==> src/rtl/pipeline_ctrl_if.sv <==
// ---------------------------------------------------------------------------
// pipeline_ctrl_if
// Bundles every hazard/stall/redirect input and every enable/bubble/PC-load
// output of the pipeline stall/flush controller into one connection.
//
//   Core -> controller : hazard_rs1, hazard_rs2, dcache_stall, icache_stall,
//                        redirect, redirect_pc[XLEN]
//   Controller -> core : en_f/d/e/m, bubble_d/e/m/w, pc_load,
//                        pc_target[XLEN], state[2], stall_cycles[CNT_W],
//                        flush_count[CNT_W]
//
// Modports: master = the pipeline datapath side, slave = the controller.
// ---------------------------------------------------------------------------
interface pipeline_ctrl_if #(
   parameter int XLEN  = 32,
   parameter int CNT_W = 32
);
   logic             hazard_rs1;
   logic             hazard_rs2;
   logic             dcache_stall;
   logic             icache_stall;
   logic             redirect;
   logic [XLEN-1:0]  redirect_pc;

   logic             en_f;
   logic             en_d;
   logic             en_e;
   logic             en_m;
   logic             bubble_d;
   logic             bubble_e;
   logic             bubble_m;
   logic             bubble_w;
   logic             pc_load;
   logic [XLEN-1:0]  pc_target;
   logic [1:0]       state;
   logic [CNT_W-1:0] stall_cycles;
   logic [CNT_W-1:0] flush_count;

   modport master (
      output hazard_rs1, hazard_rs2, dcache_stall, icache_stall,
             redirect, redirect_pc,
      input  en_f, en_d, en_e, en_m,
             bubble_d, bubble_e, bubble_m, bubble_w,
             pc_load, pc_target, state, stall_cycles, flush_count
   );

   modport slave (
      input  hazard_rs1, hazard_rs2, dcache_stall, icache_stall,
             redirect, redirect_pc,
      output en_f, en_d, en_e, en_m,
             bubble_d, bubble_e, bubble_m, bubble_w,
             pc_load, pc_target, state, stall_cycles, flush_count
   );
endinterface

==> src/rtl/pipeline_ctrl.sv <==
// ---------------------------------------------------------------------------
// pipeline_ctrl
// Central stall/flush controller of the five-stage core. Turns load-use
// hazards, cache stalls and execute-stage redirects into per-stage register
// enables, valid-clear bubbles and a fetch PC load. A redirect that arrives
// while fetch is stalled is parked in a pending register and replayed the
// first cycle fetch is ready. Saturating stall and flush counters are kept.
//
// Ports:
//   clk  - core clock, all state updates on the rising edge
//   rst  - synchronous, active-low reset
//   bus  - pipeline_ctrl_if.slave (hazard/stall/redirect in,
//          enables/bubbles/pc_load/pc_target/state/counters out)
// ---------------------------------------------------------------------------
module pipeline_ctrl #(
   parameter int XLEN  = 32,
   parameter int CNT_W = 32
) (
   input  logic            clk,
   input  logic            rst,
   pipeline_ctrl_if.slave  bus
);

   typedef enum logic [1:0] {
      RUN        = 2'd0,
      LU_STALL   = 2'd1,
      MEM_WAIT   = 2'd2,
      REDIR_PEND = 2'd3
   } state_t;

   state_t           r_state;
   logic [XLEN-1:0]  r_pend_pc;
   logic             r_pending;
   logic [CNT_W-1:0] r_stall_cycles;
   logic [CNT_W-1:0] r_flush_count;

   state_t           w_next_state;
   logic [XLEN-1:0]  w_next_pend_pc;
   logic             w_next_pending;
   logic             w_stall_inc;
   logic             w_flush_inc;
   logic             w_en_f;
   logic             w_en_d;
   logic             w_en_e;
   logic             w_en_m;
   logic             w_bubble_d;
   logic             w_bubble_e;
   logic             w_bubble_m;
   logic             w_bubble_w;
   logic             w_pc_load;
   logic [XLEN-1:0]  w_pc_target;

   // Registered state: FSM state, the parked redirect target with its
   // pending bit, and the two performance counters. The pending bit is kept
   // separate from the state so a parked redirect survives an intervening
   // data-cache or load-use stall. Counters stop at all-ones.
   always_ff @(posedge clk) begin
      if (!rst) begin
         r_state        <= RUN;
         r_pend_pc      <= '0;
         r_pending      <= 1'b0;
         r_stall_cycles <= '0;
         r_flush_count  <= '0;
      end else begin
         r_state   <= w_next_state;
         r_pend_pc <= w_next_pend_pc;
         r_pending <= w_next_pending;
         if (w_stall_inc && (r_stall_cycles != '1)) begin
            r_stall_cycles <= r_stall_cycles + 1'b1;
         end
         if (w_flush_inc && (r_flush_count != '1)) begin
            r_flush_count <= r_flush_count + 1'b1;
         end
      end
   end

   // Next-state and output decode, walked in strict priority order. A data
   // cache stall freezes everything up to M, so any redirect or hazard seen
   // then will be re-presented and is ignored. A load-use hazard freezes
   // F/D/E and inserts a bubble into M; a redirect in that cycle is dropped
   // because its operand is stale. A parked redirect is replayed only when
   // neither of those is active. A re-issued redirect to the same parked
   // target is not counted as a second flush.
   always_comb begin
      w_next_state   = RUN;
      w_next_pend_pc = r_pend_pc;
      w_next_pending = r_pending;
      w_stall_inc    = 1'b0;
      w_flush_inc    = 1'b0;
      w_en_f         = 1'b1;
      w_en_d         = 1'b1;
      w_en_e         = 1'b1;
      w_en_m         = 1'b1;
      w_bubble_d     = 1'b0;
      w_bubble_e     = 1'b0;
      w_bubble_m     = 1'b0;
      w_bubble_w     = 1'b0;
      w_pc_load      = 1'b0;
      w_pc_target    = '0;

      if (!rst) begin
         w_en_f     = 1'b0;
         w_en_d     = 1'b0;
         w_en_e     = 1'b0;
         w_en_m     = 1'b0;
         w_bubble_d = 1'b1;
         w_bubble_e = 1'b1;
         w_bubble_m = 1'b1;
         w_bubble_w = 1'b1;
      end else if (bus.dcache_stall) begin
         w_en_f       = 1'b0;
         w_en_d       = 1'b0;
         w_en_e       = 1'b0;
         w_en_m       = 1'b0;
         w_bubble_w   = 1'b1;
         w_stall_inc  = 1'b1;
         w_next_state = MEM_WAIT;
      end else if (bus.hazard_rs1 || bus.hazard_rs2) begin
         w_en_f       = 1'b0;
         w_en_d       = 1'b0;
         w_en_e       = 1'b0;
         w_bubble_m   = 1'b1;
         w_stall_inc  = 1'b1;
         w_next_state = LU_STALL;
      end else if (bus.redirect) begin
         w_bubble_d  = 1'b1;
         w_bubble_e  = 1'b1;
         w_flush_inc = !(r_pending && (bus.redirect_pc == r_pend_pc));
         if (bus.icache_stall) begin
            w_en_f         = 1'b0;
            w_next_pend_pc = bus.redirect_pc;
            w_next_pending = 1'b1;
            w_next_state   = REDIR_PEND;
         end else begin
            w_pc_load      = 1'b1;
            w_pc_target    = bus.redirect_pc;
            w_next_pending = 1'b0;
            w_next_state   = RUN;
         end
      end else if (r_pending) begin
         w_bubble_d = 1'b1;
         if (bus.icache_stall) begin
            w_en_f       = 1'b0;
            w_stall_inc  = 1'b1;
            w_next_state = REDIR_PEND;
         end else begin
            w_pc_load      = 1'b1;
            w_pc_target    = r_pend_pc;
            w_next_pending = 1'b0;
            w_next_state   = RUN;
         end
      end else if (bus.icache_stall) begin
         w_en_f       = 1'b0;
         w_bubble_d   = 1'b1;
         w_stall_inc  = 1'b1;
         w_next_state = RUN;
      end
   end

   assign bus.en_f         = w_en_f;
   assign bus.en_d         = w_en_d;
   assign bus.en_e         = w_en_e;
   assign bus.en_m         = w_en_m;
   assign bus.bubble_d     = w_bubble_d;
   assign bus.bubble_e     = w_bubble_e;
   assign bus.bubble_m     = w_bubble_m;
   assign bus.bubble_w     = w_bubble_w;
   assign bus.pc_load      = w_pc_load;
   assign bus.pc_target    = w_pc_target;
   assign bus.state        = r_state;
   assign bus.stall_cycles = r_stall_cycles;
   assign bus.flush_count  = r_flush_count;

endmodule

==> src/flat_wrapper.sv <==
// flat-port wrapper written by rule: the top's interface ports become plain ports
module pipeline_ctrl_flat 
#(
   parameter int XLEN  = 32,
   parameter int CNT_W = 32
)
  (clk, rst, bus_hazard_rs1, bus_hazard_rs2, bus_dcache_stall, bus_icache_stall, bus_redirect, bus_redirect_pc, bus_en_f, bus_en_d, bus_en_e, bus_en_m, bus_bubble_d, bus_bubble_e, bus_bubble_m, bus_bubble_w, bus_pc_load, bus_pc_target, bus_state, bus_stall_cycles, bus_flush_count);
  pipeline_ctrl_if #(.XLEN(XLEN), .CNT_W(CNT_W)) bus_i ();
  input  logic clk;
  input  logic rst;
  input wire logic [$bits(bus_i.hazard_rs1)-1:0] bus_hazard_rs1;
  input wire logic [$bits(bus_i.hazard_rs2)-1:0] bus_hazard_rs2;
  input wire logic [$bits(bus_i.dcache_stall)-1:0] bus_dcache_stall;
  input wire logic [$bits(bus_i.icache_stall)-1:0] bus_icache_stall;
  input wire logic [$bits(bus_i.redirect)-1:0] bus_redirect;
  input wire logic [$bits(bus_i.redirect_pc)-1:0] bus_redirect_pc;
  output wire logic [$bits(bus_i.en_f)-1:0] bus_en_f;
  output wire logic [$bits(bus_i.en_d)-1:0] bus_en_d;
  output wire logic [$bits(bus_i.en_e)-1:0] bus_en_e;
  output wire logic [$bits(bus_i.en_m)-1:0] bus_en_m;
  output wire logic [$bits(bus_i.bubble_d)-1:0] bus_bubble_d;
  output wire logic [$bits(bus_i.bubble_e)-1:0] bus_bubble_e;
  output wire logic [$bits(bus_i.bubble_m)-1:0] bus_bubble_m;
  output wire logic [$bits(bus_i.bubble_w)-1:0] bus_bubble_w;
  output wire logic [$bits(bus_i.pc_load)-1:0] bus_pc_load;
  output wire logic [$bits(bus_i.pc_target)-1:0] bus_pc_target;
  output wire logic [$bits(bus_i.state)-1:0] bus_state;
  output wire logic [$bits(bus_i.stall_cycles)-1:0] bus_stall_cycles;
  output wire logic [$bits(bus_i.flush_count)-1:0] bus_flush_count;
  assign bus_i.hazard_rs1 = bus_hazard_rs1;
  assign bus_i.hazard_rs2 = bus_hazard_rs2;
  assign bus_i.dcache_stall = bus_dcache_stall;
  assign bus_i.icache_stall = bus_icache_stall;
  assign bus_i.redirect = bus_redirect;
  assign bus_i.redirect_pc = bus_redirect_pc;
  assign bus_en_f = bus_i.en_f;
  assign bus_en_d = bus_i.en_d;
  assign bus_en_e = bus_i.en_e;
  assign bus_en_m = bus_i.en_m;
  assign bus_bubble_d = bus_i.bubble_d;
  assign bus_bubble_e = bus_i.bubble_e;
  assign bus_bubble_m = bus_i.bubble_m;
  assign bus_bubble_w = bus_i.bubble_w;
  assign bus_pc_load = bus_i.pc_load;
  assign bus_pc_target = bus_i.pc_target;
  assign bus_state = bus_i.state;
  assign bus_stall_cycles = bus_i.stall_cycles;
  assign bus_flush_count = bus_i.flush_count;
  pipeline_ctrl #(.XLEN(XLEN), .CNT_W(CNT_W)) u_core (.clk(clk), .rst(rst), .bus(bus_i));
endmodule
==> config.mk <==
export PLATFORM = sky130hd
export DESIGN_NAME = pipeline_ctrl_flat
export DESIGN_NICKNAME = d
export VERILOG_FILES = /design/src/rtl/pipeline_ctrl_if.sv /design/src/rtl/pipeline_ctrl.sv /design/src/flat_wrapper.sv
export SDC_FILE = /design/constraint.sdc
export NUM_CORES = 1
export LEC_CHECK = 0
export ABC_AREA = 1
export CAP_MARGIN = 20
export CORE_MARGIN = 4
export CORE_UTILIZATION = 45
export CTS_CLUSTER_DIAMETER = 120
export DETAILED_ROUTE_END_ITERATION = 8
export HOLD_SLACK_MARGIN = 0.05
export PLACE_DENSITY = 0.8
export SETUP_SLACK_MARGIN = 0.3
export SLEW_MARGIN = 20
export SYNTH_ARGS = -nofsm -noshare
export SYNTH_HDL_FRONTEND = slang
export SYNTH_SLANG_ARGS = --single-unit
==> constraint.sdc <==
create_clock -name clk -period 2.32 [get_ports clk]
set_clock_uncertainty 0.05 [all_clocks]
set_input_delay 0.464 -clock clk [delete_from_list [all_inputs] [get_ports clk]]
set_output_delay 0.464 -clock clk [all_outputs]
set_load 0.01 [all_outputs]
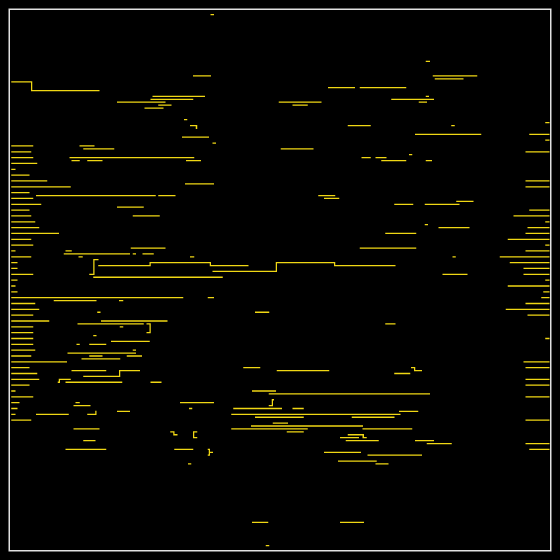
(images/met3.png)
nets with wire on the layer: 174
main direction: horizontal
longest straight run: 39.8 um
share of all routed wire: 6.4%
vias: 7,460
WL final: 21,300 um
GR Layer Usage met3: 0.0360

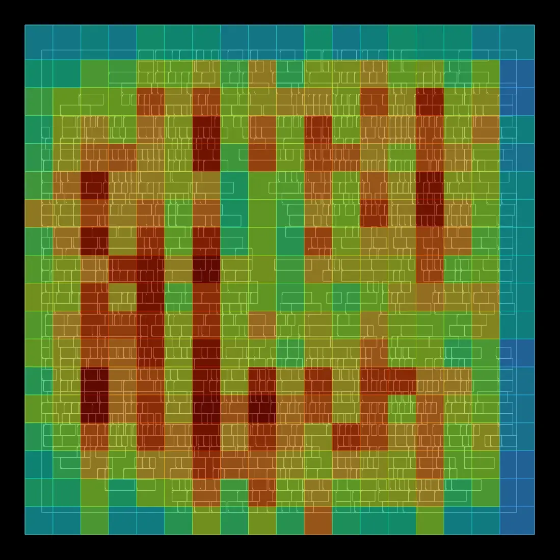
(images/final_congestion.png)
GR Util met2: 0.406
final core utilization: 0.694
gr usage total: 0.245
met1 usage: 0.325
layer with the highest usage: met2

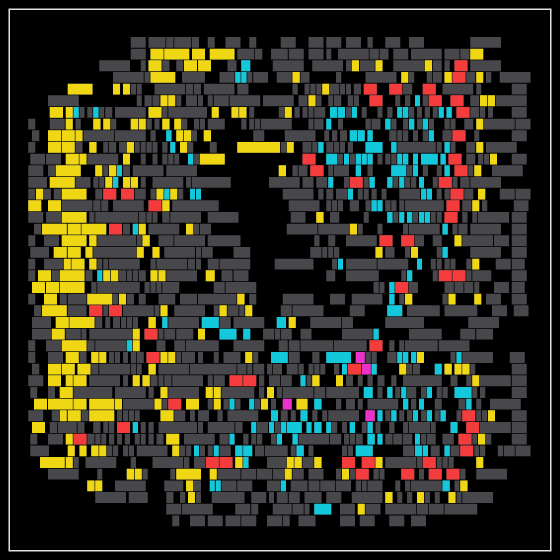
(images/gate_families.png)
legend:
  yellow:
    family: inverting AOI/OAI gates
    cells: 205
    where: all over the die
  cyan:
    family: NOR gates
    cells: 139
  magenta:
    family: AND and OR gates
    cells: 4
  red:
    family: XOR/XNOR gates
    cells: 52
    where: all over the die
most frequent logic cell in the layout: nand2_1
Layout Cells excl Fill: 1,367
logic share of the area: 0.448

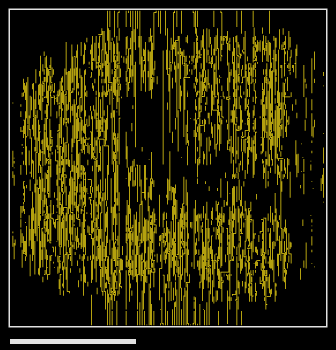
(images/met2.png)
The bar under the picture is 50 um long.
share of all routed wire: 48%
nets with wire on the layer: 1,014
wire length on this layer: 10,200 um
longest straight run: 45.2 um
main direction: vertical

==> qor.yml <==
hpwl_um: 14300
critPathLaunch: "bus_hazard_rs2"
critPathArrivalTime_ns: 1.80
clk_pin_slew_ns: 0.07
die-area_sq_um: 15800
ys.flop_type: "dfxtp_1"
io_pins: 146
slew_headroom: 0.628
mux_share: 0
status: "finished, final reports clean"
r2r-start: "u_core.bus.flush_count[4]"
grt_antenna_before_repair: 1
ant_nets: 0
ys.flops: 99
synth_warnings: 0
crit_chain: "buf_6, nor2_4, nand2_4, nor2_4, inv_4, buf_12, nor2_4, buf_6, clkbuf_16, a21oi_4, a21oi_2, buf_2"
synth.most_common_cell: "nand2_1"
drc_errors: 0
critical-path-top-delay-family: "buffers and inverters"
common_cells: "nand2_1, a21oi_1, nor2_1"
logic_family: "simple AND/OR/NAND/NOR gates"
ys_area_sq_um: 6250
initial_core_util: 0.467
synthAoiAreaFrac: 0.166
worst_path_largest_cell_delay_ns: 0.18
fmax_mhz: 433
drt_iter0_markers: 678
core_area_sq_um: 13400
routed-wl-met3_um: 1350
finalHoldWorstSlack_ns: 0.425
finalPower_mw: 3.86
synthCells: 1006
warnings: 29
cts_tree: "done"
worstSetupEndpointType: "primary output"
cp_slowest_cell: "clkbuf_16"
maxSlewViolCount: 0
dp_slack_ns: -0.727
rr_worst_depth: 11
worst min-delay path by stage:
| stage | to | start | cells after the start |
|---|---|---|---|
| floorplan | u_core.r_pend_pc[19] | u_core.r_pend_pc[19] | 2 |
| global placement | u_core.r_pend_pc[19] | u_core.r_pend_pc[19] | 2 |
| detailed placement | u_core.r_pend_pc[19] | u_core.r_pend_pc[19] | 2 |
| CTS | u_core.r_pend_pc[19] | u_core.r_pend_pc[19] | 2 |
| global route | u_core.r_pend_pc[16] | u_core.r_pend_pc[16] | 2 |
| finish | u_core.r_pend_pc[10] | u_core.r_pend_pc[10] | 2 |
sequential cells by signal, summed over array words and instances, names as in the netlist:
register,count
u_core.r_pending,1
u_core.bus.stall_cycles,32
u_core.r_pend_pc,32
u_core.bus.state,2
u_core.bus.flush_count,32
layout make-up:
cell class / instances / area (sq um) / share of cell area
Tap cell: 176 / 220 / 0.0237
Sequential cell: 99 / 2000 / 0.215
Inverter: 105 / 399 / 0.0429
Timing Repair Buffer: 221 / 2200 / 0.236
Multi-Input combinational cell: 751 / 4160 / 0.448
Clock inverter: 2 / 60.1 / 0.00646
Antenna cell: 1 / 2.50 / 0.000269
Clock buffer: 12 / 256 / 0.0276
repair_timing:
| item | 4_1_cts | 5_1_grt |
|---|---|---|
| endpoints found under the setup margin | 64 | 100 |
| hold buffers | 0 | 0 |
| pin swaps | 6 | 7 |
| setup buffers | 15 | 0 |
| gates cloned | 4 | 3 |
| resized | 203 | 83 |
where the power goes:
group / internal, mW / switching, mW / leakage, nW
clock network: 0.994 / 0.649 / 0.155
registers: 1.72 / 0.0168 / 0.806
logic: 0.215 / 0.268 / 2.50
total: 2.93 / 0.934 / 3.46
Power and IR drop assume default switching activity.
